$ cat src/rtl/jts16b_pkg.sv
// Shared definitions for the System 16B main-CPU RAM controller:
// FSM encoding, default SDRAM bases and region ids used in the read-buffer tag.
package jts16b_pkg;

  typedef enum logic [1:0] {
    ST_IDLE = 2'd0,
    ST_REQ  = 2'd1,
    ST_WAIT = 2'd2,
    ST_DONE = 2'd3
  } state_t;

  localparam logic [21:0] DEF_RAM_OFFSET  = 22'h10_0000;
  localparam logic [21:0] DEF_VRAM_OFFSET = 22'h10_2000;

  // Region id forms the MSB of the read-buffer tag
  localparam logic REG_RAM  = 1'b0;
  localparam logic REG_VRAM = 1'b1;

  localparam int TAG_W = 15;

endpackage

$ cat src/rtl/jts16b_ramctl_rdbuf.sv
// One-word read buffer: tag/data register with hit compare and byte merge
// of writes that land on the buffered word.
module jts16b_ramctl_rdbuf
  import jts16b_pkg::*;
(
  input  logic             clk,
  input  logic             rst,
  input  logic             clr,
  input  logic [TAG_W-1:0] lk_tag,
  output logic             hit,
  output logic [15:0]      data,
  input  logic             fill,
  input  logic [15:0]      fill_data,
  input  logic             merge,
  input  logic [TAG_W-1:0] up_tag,
  input  logic [15:0]      wr_data,
  input  logic [1:0]       wr_mask
);

  logic             valid_reg;
  logic [TAG_W-1:0] tag_reg;
  logic [15:0]      data_reg;
  logic [15:0]      merged;

  // A set mask bit means that byte was not written, so keep the old byte
  genvar gi;
  generate
    for (gi = 0; gi < 2; gi++) begin : g_byte
      assign merged[gi*8 +: 8] = wr_mask[gi] ? data_reg[gi*8 +: 8] : wr_data[gi*8 +: 8];
    end
  endgenerate

  assign hit  = valid_reg && (tag_reg == lk_tag);
  assign data = data_reg;

  always_ff @(posedge clk) begin
    if (rst) begin
      valid_reg <= 1'b0;
      tag_reg   <= '0;
      data_reg  <= '0;
    end else if (clr) begin
      valid_reg <= 1'b0;
    end else if (fill) begin
      valid_reg <= 1'b1;
      tag_reg   <= up_tag;
      data_reg  <= fill_data;
    end else if (merge && valid_reg && (tag_reg == up_tag)) begin
      data_reg  <= merged;
    end
  end

endmodule

$ cat src/rtl/jts16b_ramctl.sv
// Main-CPU work/tile RAM controller: one SDRAM bank-0 slot transaction per
// chip-select rising edge, with a one-word read buffer and response timeout.
module jts16b_ramctl
  import jts16b_pkg::*;
#(
  parameter int           AW          = 22,
  parameter logic [AW-1:0] RAM_OFFSET  = AW'(DEF_RAM_OFFSET),
  parameter logic [AW-1:0] VRAM_OFFSET = AW'(DEF_VRAM_OFFSET),
  parameter int           TOUT        = 8
) (
  input  logic          clk,
  input  logic          rst,
  input  logic          ram_cs,
  input  logic          vram_cs,
  input  logic [13:0]   addr,
  input  logic [15:0]   cpu_dout,
  input  logic [1:0]    dswn,
  output logic [15:0]   ram_data,
  output logic          ram_ok,
  output logic [AW-1:0] sdram_addr,
  output logic          sdram_req,
  output logic          sdram_we,
  output logic [1:0]    sdram_wrmask,
  output logic [15:0]   sdram_din,
  input  logic [15:0]   sdram_dout,
  input  logic          sdram_ack,
  input  logic          sdram_rdy,
  output logic          tout_err
);

  state_t           state_reg;
  logic             cs_l_reg;
  logic [TOUT-1:0]  cnt_reg;
  logic [TAG_W-1:0] tag_reg;

  logic             cs, cs_edge, rd_req, busy, rsp, tmo, hit;
  logic [TAG_W-1:0] lk_tag;
  logic [15:0]      buf_data;
  logic [AW-1:0]    map_addr;

  assign cs      = ram_cs | vram_cs;
  assign cs_edge = cs & ~cs_l_reg;
  assign rd_req  = (dswn == 2'b11);
  assign lk_tag  = {(vram_cs ? REG_VRAM : REG_RAM), addr};

  // Work RAM is 8k words, so only addr[13:1] reaches SDRAM; tile RAM uses all 14 bits
  assign map_addr = vram_cs ? VRAM_OFFSET + AW'(addr)
                            : RAM_OFFSET  + AW'(addr[13:1]);

  assign busy = (state_reg == ST_REQ) || (state_reg == ST_WAIT);
  // rdy together with ack is a complete response straight out of REQ
  assign rsp  = ((state_reg == ST_WAIT) && sdram_rdy) ||
                ((state_reg == ST_REQ) && sdram_ack && sdram_rdy);
  assign tmo  = busy && !rsp && (cnt_reg == '1);

  jts16b_ramctl_rdbuf u_rdbuf (
    .clk       (clk),
    .rst       (rst),
    .clr       (tmo),
    .lk_tag    (lk_tag),
    .hit       (hit),
    .data      (buf_data),
    .fill      (rsp && !sdram_we),
    .fill_data (sdram_dout),
    .merge     (rsp && sdram_we),
    .up_tag    (tag_reg),
    .wr_data   (sdram_din),
    .wr_mask   (sdram_wrmask)
  );

  always_ff @(posedge clk) begin
    if (rst) begin
      state_reg    <= ST_IDLE;
      cs_l_reg     <= 1'b0;
      cnt_reg      <= '0;
      tag_reg      <= '0;
      ram_data     <= '0;
      ram_ok       <= 1'b0;
      sdram_addr   <= '0;
      sdram_req    <= 1'b0;
      sdram_we     <= 1'b0;
      sdram_wrmask <= '0;
      sdram_din    <= '0;
      tout_err     <= 1'b0;
    end else begin
      cs_l_reg <= cs;
      case (state_reg)
        ST_IDLE: begin
          ram_ok <= 1'b0;
          if (cs_edge) begin
            if (rd_req && hit) begin
              ram_data  <= buf_data;
              ram_ok    <= 1'b1;
              state_reg <= ST_DONE;
            end else begin
              sdram_addr   <= map_addr;
              sdram_we     <= ~rd_req;
              sdram_wrmask <= dswn;
              sdram_din    <= cpu_dout;
              sdram_req    <= 1'b1;
              tag_reg      <= lk_tag;
              cnt_reg      <= '0;
              state_reg    <= ST_REQ;
            end
          end
        end
        ST_REQ, ST_WAIT: begin
          if (rsp) begin
            sdram_req <= 1'b0;
            if (!sdram_we) ram_data <= sdram_dout;
            // An aborted access finishes silently
            ram_ok    <= cs;
            state_reg <= cs ? ST_DONE : ST_IDLE;
          end else if (tmo) begin
            tout_err  <= 1'b1;
            sdram_req <= 1'b0;
            if (cs) begin
              ram_ok   <= 1'b1;
              ram_data <= 16'hffff;
            end
            state_reg <= ST_DONE;
          end else begin
            cnt_reg <= cnt_reg + 1'b1;
            if ((state_reg == ST_REQ) && sdram_ack) begin
              sdram_req <= 1'b0;
              state_reg <= ST_WAIT;
            end
          end
        end
        ST_DONE: begin
          if (!cs) begin
            ram_ok    <= 1'b0;
            state_reg <= ST_IDLE;
          end
        end
        default: state_reg <= ST_IDLE;
      endcase
    end
  end

endmodule

$ cat config.mk
export PLATFORM = sky130hd
export DESIGN_NAME = jts16b_ramctl
export DESIGN_NICKNAME = d
export VERILOG_FILES = /design/src/rtl/jts16b_pkg.sv /design/src/rtl/jts16b_ramctl_rdbuf.sv /design/src/rtl/jts16b_ramctl.sv
export SDC_FILE = /design/constraint.sdc
export NUM_CORES = 1
export LEC_CHECK = 0
export CAP_MARGIN = 15
export CORE_MARGIN = 2
export CORE_UTILIZATION = 40
export DETAILED_ROUTE_END_ITERATION = 16
export HOLD_SLACK_MARGIN = 0.08
export SLEW_MARGIN = 5
export SYNTH_ARGS = -nofsm -noshare
export SYNTH_HDL_FRONTEND = slang
export SYNTH_HIERARCHICAL = 1
export SYNTH_SLANG_ARGS = --single-unit
$ cat constraint.sdc
create_clock -name clk -period 3.4 [get_ports clk]
set_input_delay 0.68 -clock clk [delete_from_list [all_inputs] [get_ports clk]]
set_output_delay 0.68 -clock clk [all_outputs]
set_load 0.01 [all_outputs]
Figure 1. Track usage over the die (run 1).
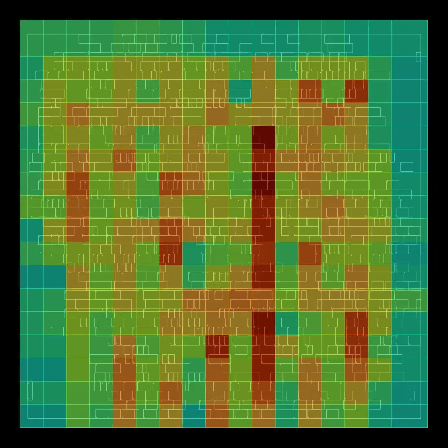
GR Util met3: 0.0498
Final Core Density: 0.525
total track usage: 0.204
GRT busiest layer: met2

Figure 2. PDN straps and rails (run 1).
Scale: 3 px per um. Pins as bars on the die edge.
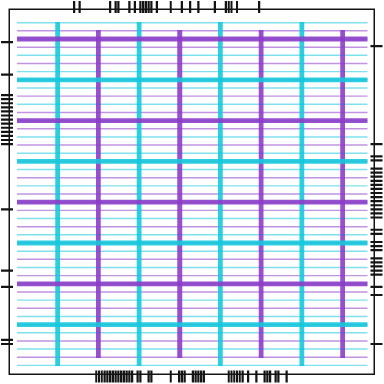
cyan -> VSS
purple -> VDD
rows = 42
met4 straps = 8
core area: 13,300 um^2
Die Y-Extent: 121 um
die width: 121 um
peak supply drop: 389 uV

==> results.tsv, run 1 <==
stage	metric	value	unit
final_layout	Logic inverters	14	
routing	WL met1	6900	um
cts	CTS tree	yes	
worst_setup_path	Worst Setup EP	u_rdbuf/data[3]$_SDFFE_PP0P_	
power	P_int	2.86	mW
synth	dominant register cell	dfxtp_1	
placement	Setup WS pre-CTS	0.258	ns
synth	Post-Syn Area	5490	um^2
cts	CTS max path bufs	2	
grt	first-pass GRT wire length	23700	um
worst_setup_path	critical path depth in cells	8	
timing	Final WS setup	0.573	ns
worst_setup_path	CP startpoint kind	input pin	
worst_setup_path	Worst EP required	3.65	ns
timing	Slew HR	0.401	
synth	Post-synth top cells	112 x dfxtp_1, 103 x nand2_1, 96 x nor2_1	
cts	Root Driver	clkbuf_16	
power	Pwr per Cell Area	637	nW/um^2
routing	DRT iter0 DRCs	423	
placement	post-place instance area	6700	um^2
outcome	status	finished, final reports clean	
routing	DR WL met3	707	um
power	Tot Pwr	4.47	mW
Figure 3. Routed clock nets over the placement (run 1).
Scale: 4 px per um.
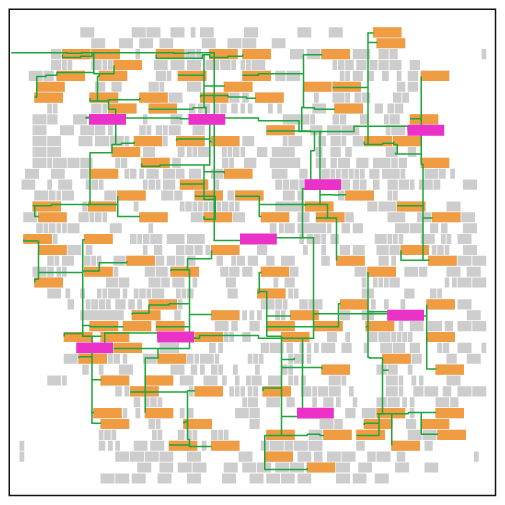
green -> clock wires  # length 1,460 um
magenta -> clock drivers  # count 9
orange -> flip-flops  # count 112
flops lie = all over the die
clock-net power: 1.10 mW
Clock power frac: 0.247
Clock Latency Late Sink: 0.36 ns
Clock Skew: 0.00945 ns

Figure 4. Register map, names as in the netlist (run 1).
Scale: 4 px per um. Other sequential cells in the stronger grey, the rest of the logic in the fainter grey.
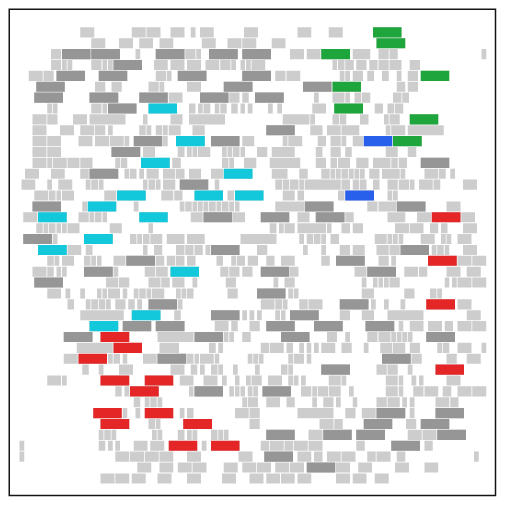

==> inputs of run 2 (changes only) <==
- clock period: 3.4 -> 2.9 ns (I/O delays scaled with it)
Figure 5. Register map, names as in the netlist (run 2).
Scale: 4 px per um. Other sequential cells in the stronger grey, the rest of the logic in the fainter grey.
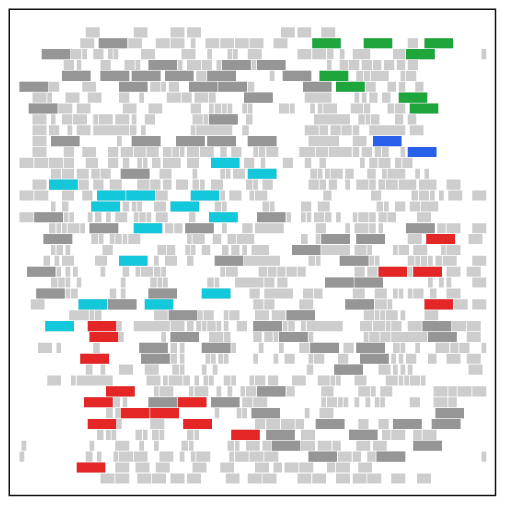
green -> `cnt_reg`  # sequential cells 8, where top right
red -> `sdram_din`  # sequential cells 16
cyan -> `u_rdbuf/tag_reg`  # sequential cells 15
blue -> `state_reg`  # sequential cells 2
register area: 2240 um^2
sequential share of cell area: 0.313
sequential cell power: 1.95 mW

==> run 2 against run 1 <==
  * Routed wire length decreased by 0.50%
  * Worst hold slack improved by 0.0064 ns
  * Sequential cell count unchanged
  * Non-clock buffer count increased by 22
  * Final area increased by 2.3%
  * Synthesized cell count unchanged
  * Global-route usage increased by 0.40 points
  * Setup slack got worse by 0.28 ns
  * Die size unchanged
  * Combinational power increased by 21%
  * Register-to-register slack got worse by 0.31 ns
  * Sequential share of layout area decreased by 0.73 points
  * Critical path type unchanged
  * Highest routed layer unchanged
==> results.tsv, run 2 <==
stage	metric	value	unit	change
cts	Clock Latency Late Sink	0.35	ns	about the same
power	P_int	3.32	mW	+16%
grt	GR Util met3	0.0465		-0.00329
final_layout	Final Core Density	0.537		+0.0123
routing	DRT iter0 DRCs	413		-2.4%
cts	CTS max path bufs	2		unchanged
power	Pwr per Cell Area	722	nW/um^2	+13%
floorplan	die width	121	um	unchanged
worst_setup_path	critical path depth in cells	8		unchanged
worst_setup_path	CP startpoint kind	input pin		
worst_setup_path	Worst Setup EP	u_rdbuf/data[15]$_SDFFE_PP0P_		
grt	total track usage	0.208		+0.00395
floorplan	core area	13300	um^2	unchanged
placement	post-place instance area	6890	um^2	+2.8%
final_layout	Logic inverters	14		unchanged
grt	first-pass GRT wire length	24500	um	+3.6%
power	Clock power frac	0.226		-0.021
floorplan	Die Y-Extent	121	um	unchanged
cts	Root Driver	clkbuf_16		
synth	Post-synth top cells	112 x dfxtp_1, 103 x nand2_1, 96 x nor2_1		
timing	Final WS setup	0.294	ns	-0.279 ns
synth	Post-Syn Area	5490	um^2	unchanged
cts	CTS tree	yes		
grt	GRT busiest layer	met2		
grt	global routing usage on met1	0.277		
power	peak supply drop	367	uV	-5.6%
worst_setup_path	Worst EP required	3.14	ns	-0.51 ns
routing	DR WL met3	582	um	-18%
outcome	status	finished, final reports clean		
timing	Slew HR	0.580		+0.179
synth	dominant register cell	dfxtp_1		
placement	Setup WS pre-CTS	-0.0615	ns	-0.319 ns
Figure 6. Routed clock nets over the placement (run 2).
Scale: 4 px per um.
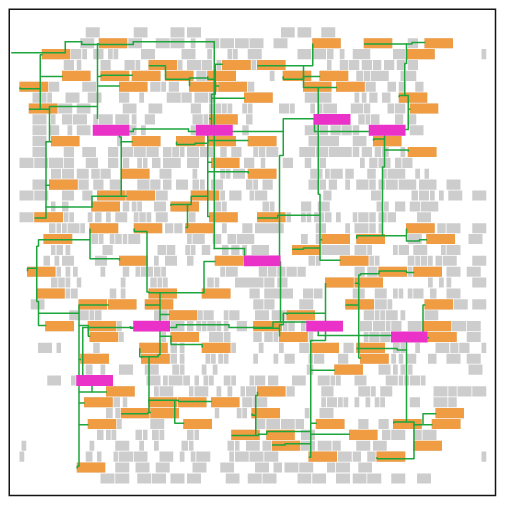
clock-net power: 1.17 mW
Clock Skew: 0.00654 ns

Power is estimated from default activity; no workload was simulated.
